==> src/rtl/adder_activity_pkg.sv <==
// Shared definitions for the adder activity monitor: FSM encoding,
// popcount width helper and saturating-add width rules.
package adder_activity_pkg;

  // Measurement window FSM encoding.
  typedef enum logic [1:0] {
    S_IDLE  = 2'd0,
    S_ARM   = 2'd1,
    S_COUNT = 2'd2,
    S_DONE  = 2'd3
  } state_t;

  // Saturating adds are evaluated one bit wider than the accumulator;
  // the extra top bit is the carry-out that signals saturation.
  localparam int SAT_GUARD_W = 1;

  // tog_total is two bits wider than a per-bus counter so it can hold
  // the sum of all three buses before saturating.
  localparam int TOT_EXTRA_W = 2;

  // Number of bits needed to hold a population count of an n-bit vector.
  function automatic int pc_width(input int n);
    return $clog2(n + 1);
  endfunction

endpackage

==> src/rtl/adder_activity_monitor_popcount.sv <==
// Combinational population count of a W-bit vector.
module popcount
  import adder_activity_pkg::*;
#(
  parameter int W = 7
) (
  input  logic [W-1:0]             vec,
  output logic [pc_width(W)-1:0]   cnt
);

  localparam int CW = pc_width(W);

  // Sum the set bits of vec.
  always_comb begin
    cnt = '0;
    for (int i = 0; i < W; i++) begin
      cnt = cnt + CW'(vec[i]);
    end
  end

endmodule

==> src/rtl/adder_activity_monitor.sv <==
// Switching-activity monitor for the characterization adder. Counts bit
// toggles on input1, input2 and sum over a start/stop measurement window.
// Optional feature macro: ACTIVITY_PEAK_TRACK_EN adds peak_tog/peak_cyc,
// the largest per-cycle toggle total in the window and when it first hit.
//
// Handshake: start and stop are single-cycle pulses sampled on the rising
// edge of clk; the result is valid while done=1 and stays frozen until the
// next start (start beats stop when both arrive in IDLE or DONE).
module adder_activity_monitor
  import adder_activity_pkg::*;
#(
  parameter int N     = 7,
  parameter int CNT_W = 32,
  parameter int CYC_W = 32
) (
  input  logic                          clk,
  input  logic                          rst_n,
  input  logic                          start,
  input  logic                          stop,
  input  logic [N-1:0]                  input1,
  input  logic [N-1:0]                  input2,
  input  logic [N-1:0]                  sum,
  output logic                          busy,
  output logic                          done,
  output logic [CYC_W-1:0]              cyc_cnt,
  output logic [CNT_W-1:0]              tog_in1,
  output logic [CNT_W-1:0]              tog_in2,
  output logic [CNT_W-1:0]              tog_sum,
  output logic [CNT_W+TOT_EXTRA_W-1:0]  tog_total,
  output logic                          ovf,
  output state_t                        dbg_state
`ifdef ACTIVITY_PEAK_TRACK_EN
  ,
  output logic [pc_width(3*N)-1:0]      peak_tog,
  output logic [CYC_W-1:0]              peak_cyc
`endif
);

  localparam int PC_W  = pc_width(N);
  localparam int PK_W  = pc_width(3 * N);
  localparam int TOT_W = CNT_W + TOT_EXTRA_W;
  localparam int CW1   = CNT_W + SAT_GUARD_W;
  localparam int TW1   = TOT_W + SAT_GUARD_W;
  localparam int YW1   = CYC_W + SAT_GUARD_W;

  state_t state, state_nx;
  logic   clear;

  logic [N-1:0]     prev1, prev2, prevs;
  logic [PC_W-1:0]  t1, t2, ts;
  logic [PK_W-1:0]  t_cyc;

  logic [CNT_W:0]   s1_full, s2_full, ss_full;
  logic [TOT_W:0]   tot_full;
  logic [CYC_W:0]   cyc_full;
  logic [CNT_W-1:0] s1_nx, s2_nx, ss_nx;
  logic [TOT_W-1:0] tot_nx;
  logic [CYC_W-1:0] cyc_nx;
  logic             any_sat;

  assign dbg_state = state;

  // Per-bus toggle counts against the previous sample.
  popcount #(.W(N)) u_pc_in1 (.vec(input1 ^ prev1), .cnt(t1));
  popcount #(.W(N)) u_pc_in2 (.vec(input2 ^ prev2), .cnt(t2));
  popcount #(.W(N)) u_pc_sum (.vec(sum    ^ prevs), .cnt(ts));

  assign t_cyc = PK_W'(t1) + PK_W'(t2) + PK_W'(ts);

  // Next-state logic; clear marks the edge that opens a new window.
  always_comb begin
    state_nx = state;
    clear    = 1'b0;
    case (state)
      S_IDLE: begin
        if (start) begin
          state_nx = S_ARM;
          clear    = 1'b1;
        end
      end
      S_ARM:   state_nx = stop ? S_DONE : S_COUNT;
      S_COUNT: if (stop) state_nx = S_DONE;
      S_DONE: begin
        if (start) begin
          state_nx = S_ARM;
          clear    = 1'b1;
        end
      end
      default: state_nx = S_IDLE;
    endcase
  end

  // FSM state register.
  always_ff @(posedge clk or negedge rst_n) begin
    if (!rst_n) state <= S_IDLE;
    else        state <= state_nx;
  end

  // Saturating accumulation: the guard bit flags a result past all-ones.
  always_comb begin
    s1_full  = {1'b0, tog_in1}   + CW1'(t1);
    s2_full  = {1'b0, tog_in2}   + CW1'(t2);
    ss_full  = {1'b0, tog_sum}   + CW1'(ts);
    tot_full = {1'b0, tog_total} + TW1'(t_cyc);
    cyc_full = {1'b0, cyc_cnt}   + YW1'(1);
    s1_nx    = s1_full[CNT_W]  ? {CNT_W{1'b1}} : s1_full[CNT_W-1:0];
    s2_nx    = s2_full[CNT_W]  ? {CNT_W{1'b1}} : s2_full[CNT_W-1:0];
    ss_nx    = ss_full[CNT_W]  ? {CNT_W{1'b1}} : ss_full[CNT_W-1:0];
    tot_nx   = tot_full[TOT_W] ? {TOT_W{1'b1}} : tot_full[TOT_W-1:0];
    cyc_nx   = cyc_full[CYC_W] ? {CYC_W{1'b1}} : cyc_full[CYC_W-1:0];
    any_sat  = s1_full[CNT_W] | s2_full[CNT_W] | ss_full[CNT_W] |
               tot_full[TOT_W] | cyc_full[CYC_W];
  end

  // Registered status flags, counters and previous-sample registers.
  always_ff @(posedge clk or negedge rst_n) begin
    if (!rst_n) begin
      busy      <= 1'b0;
      done      <= 1'b0;
      cyc_cnt   <= '0;
      tog_in1   <= '0;
      tog_in2   <= '0;
      tog_sum   <= '0;
      tog_total <= '0;
      ovf       <= 1'b0;
      prev1     <= '0;
      prev2     <= '0;
      prevs     <= '0;
    end else begin
      busy <= (state_nx == S_ARM) || (state_nx == S_COUNT);
      done <= (state_nx == S_DONE);
      if (clear) begin
        cyc_cnt   <= '0;
        tog_in1   <= '0;
        tog_in2   <= '0;
        tog_sum   <= '0;
        tog_total <= '0;
        ovf       <= 1'b0;
      end else if (state == S_COUNT) begin
        cyc_cnt   <= cyc_nx;
        tog_in1   <= s1_nx;
        tog_in2   <= s2_nx;
        tog_sum   <= ss_nx;
        tog_total <= tot_nx;
        ovf       <= ovf | any_sat;
      end
      if ((state == S_ARM) || (state == S_COUNT)) begin
        prev1 <= input1;
        prev2 <= input2;
        prevs <= sum;
      end
    end
  end

`ifdef ACTIVITY_PEAK_TRACK_EN
  // Peak per-cycle total; strict compare keeps the first occurrence.
  always_ff @(posedge clk or negedge rst_n) begin
    if (!rst_n) begin
      peak_tog <= '0;
      peak_cyc <= '0;
    end else if (clear) begin
      peak_tog <= '0;
      peak_cyc <= '0;
    end else if ((state == S_COUNT) && (t_cyc > peak_tog)) begin
      peak_tog <= t_cyc;
      peak_cyc <= cyc_nx;
    end
  end
`endif

endmodule

==> config.mk <==
export PLATFORM = sky130hd
export DESIGN_NAME = adder_activity_monitor
export DESIGN_NICKNAME = d
export VERILOG_FILES = /design/src/rtl/adder_activity_pkg.sv /design/src/rtl/adder_activity_monitor_popcount.sv /design/src/rtl/adder_activity_monitor.sv
export SDC_FILE = /design/constraint.sdc
export NUM_CORES = 1
export LEC_CHECK = 0
export ABC_AREA = 1
export CORE_AREA = 8 8 168 170
export CTS_BUF_LIST = sky130_fd_sc_hd__clkbuf_4
export DETAILED_ROUTE_END_ITERATION = 12
export DIE_AREA = 0 0 176 178
export GPL_TIMING_DRIVEN = 0
export PLACE_DENSITY = 0.87
export RECOVER_POWER = 25
export SYNTH_ARGS = -nofsm -noshare
export SYNTH_HDL_FRONTEND = slang
export SYNTH_HIERARCHICAL = 1
export SYNTH_SLANG_ARGS = --single-unit
export TNS_END_PERCENT = 30
==> constraint.sdc <==
create_clock -name clk -period 4.85 [get_ports clk]
set_input_delay 1.455 -clock clk [delete_from_list [all_inputs] [get_ports clk]]
set_output_delay 1.455 -clock clk [all_outputs]
set_load 0.05 [all_outputs]
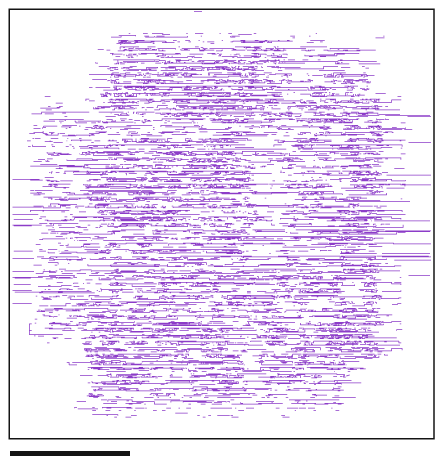
**Above:** met1 routing.
Bar = 50 um.
The layer holds 39% of the routed length. The layer carries 17100 um of wire.
wirelength, routed: 43.61 mm
Vias: 13754

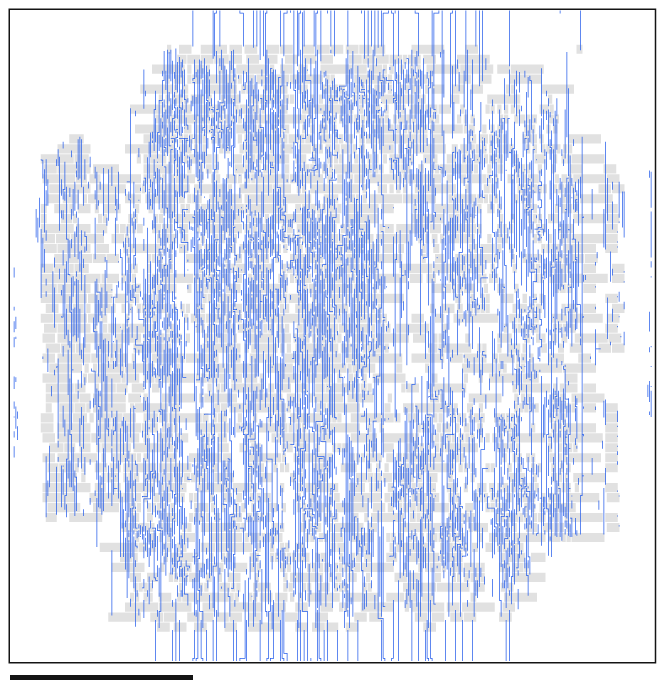
**Above:** signal wires on met2.
Bar = 50 um.
The layer holds 47% of the routed length. 1813 nets have wire on it. The wires run mostly vertical. The layer carries 20.7 mm of wire. The longest straight run is 97.9 um.

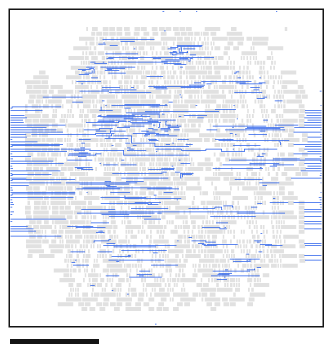
**Above:** signal wires on met3.
Bar = 50 um.
The wires run mostly horizontal. The layer carries 4280 um of wire. 304 nets have wire on it. The longest straight run is 82.3 um.
routing usage on met3: 0.06139

==> results.toml <==
# implementation run metrics
[run_status]
outcome = "finished, violations left"
violations = "max-capacitance violations, max-slew violations, negative setup slack"

[placed_design]
place_congestion = 0.9510
pre_cts_ws_ps = -2290
port_buffers = 191
postPlaceCellArea_um2 = 15550

[setup_path]
critical-path-max-stage-delay_ps = 580
cp.required_ps = 5390
start_kind = "input pin"
startpoint = "input1[0]"
reg2reg_depth = 24
path_buffers = 7
end_kind = "flop"
rrSetupSlack_ps = -520

[final_timing]
final.setup_skew_ps = 24.68
slew_violations = 191
setup_viol = 35
hold_ws_ps = 537.7
worst_slack_ps = -1062
timing.final.crit_share = 1.219

[synth]
adder_share = 0.05024
synth.area.mux_share = 0.01805
synth-edff-count = 0
top_cell = "nand2_1"
yosys-top-cells-count = "nand2_1, dfrtp_1, inv_1"
yosys.area_share.aoi = 0.08185
synth.top_cell.area_share = 0.3591
synth-simple-area-share = 0.3714
yosys_warnings = 6
synth_chip_area_um2 = 13100
ys_cells = 1876
async_flop_share = 1.000

[job]
tool_warnings = 32
cap_violations = 2

[finish]
comb_share = 0.4801
flop_area_um2 = 4705
fillers = 2244
inv_count = 185
layout_top_cell = "nand2_1"

[clock_tree]
ctsResizeCount = 82
numCtsBuffers = 17
post_cts_buffers = 19
cts_hold_buf = 0
cts_root_buffer = "clkbuf_4"
h-tree-depth = 4

[power_and_ir_drop]
seq-power_mw = 1.92
pwr-share-comb = 0.783
power.switching_mw = 6.227
peakVddDrop_mv = 1.173

[detailed_routing]
final_antenna_net_count = 0
drt-pass1-iter-count = 5
drc = 0

[global_route]
antenna_found_initial = 1
grt_pass1_vias = 13383

[floorplan]
row_count = 59
fp_util = 0.5114
ios = 192
core-area_um2 = 25620

[worst_hold_path]
hold_path_depth = 2
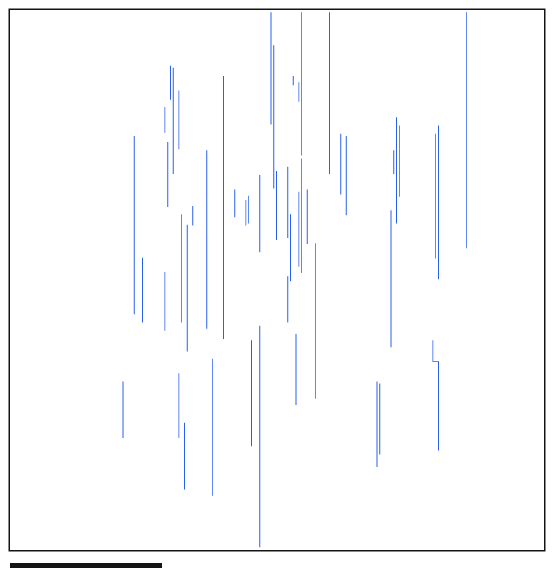
**Above:** signal wires on met4.
Bar = 50 um.
42 nets have wire on it. The wires run mostly vertical. The layer carries 1530 um of wire. The layer holds 3.5% of the routed length. The longest straight run is 86.4 um.

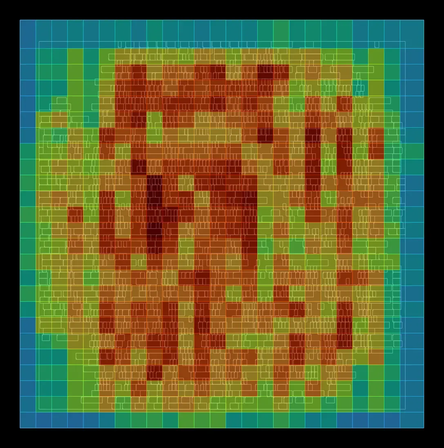
**Above:** congestion heat map.
GR Util met2: 0.4495
end-of-flow core utilization: 0.6416
wire per inst: 17.70 um
GRT busiest layer: met2
Tot GR Track Use: 0.2711

==> sequential cells by signal (all words and copies together) (netlist names) <==
| name | flops |
|---|---|
| tog_sum | 32 |
| busy | 1 |
| tog_in2 | 32 |
| dbg_state | 2 |
| tog_total | 34 |
| done | 1 |
| tog_in1 | 32 |
| prevs | 7 |
| prev2 | 7 |
| cyc_cnt | 32 |
| prev1 | 7 |
| ovf | 1 |
==> layer usage <==
layer / GRT usage / share of wire
met1: 0.3355 / 0.39
met5: 0 / 0
met4: 0.1176 / 0.035
met2: 0.4495 / 0.47
met3: 0.06139 / 0.098
Power is estimated from default activity; no workload was simulated.
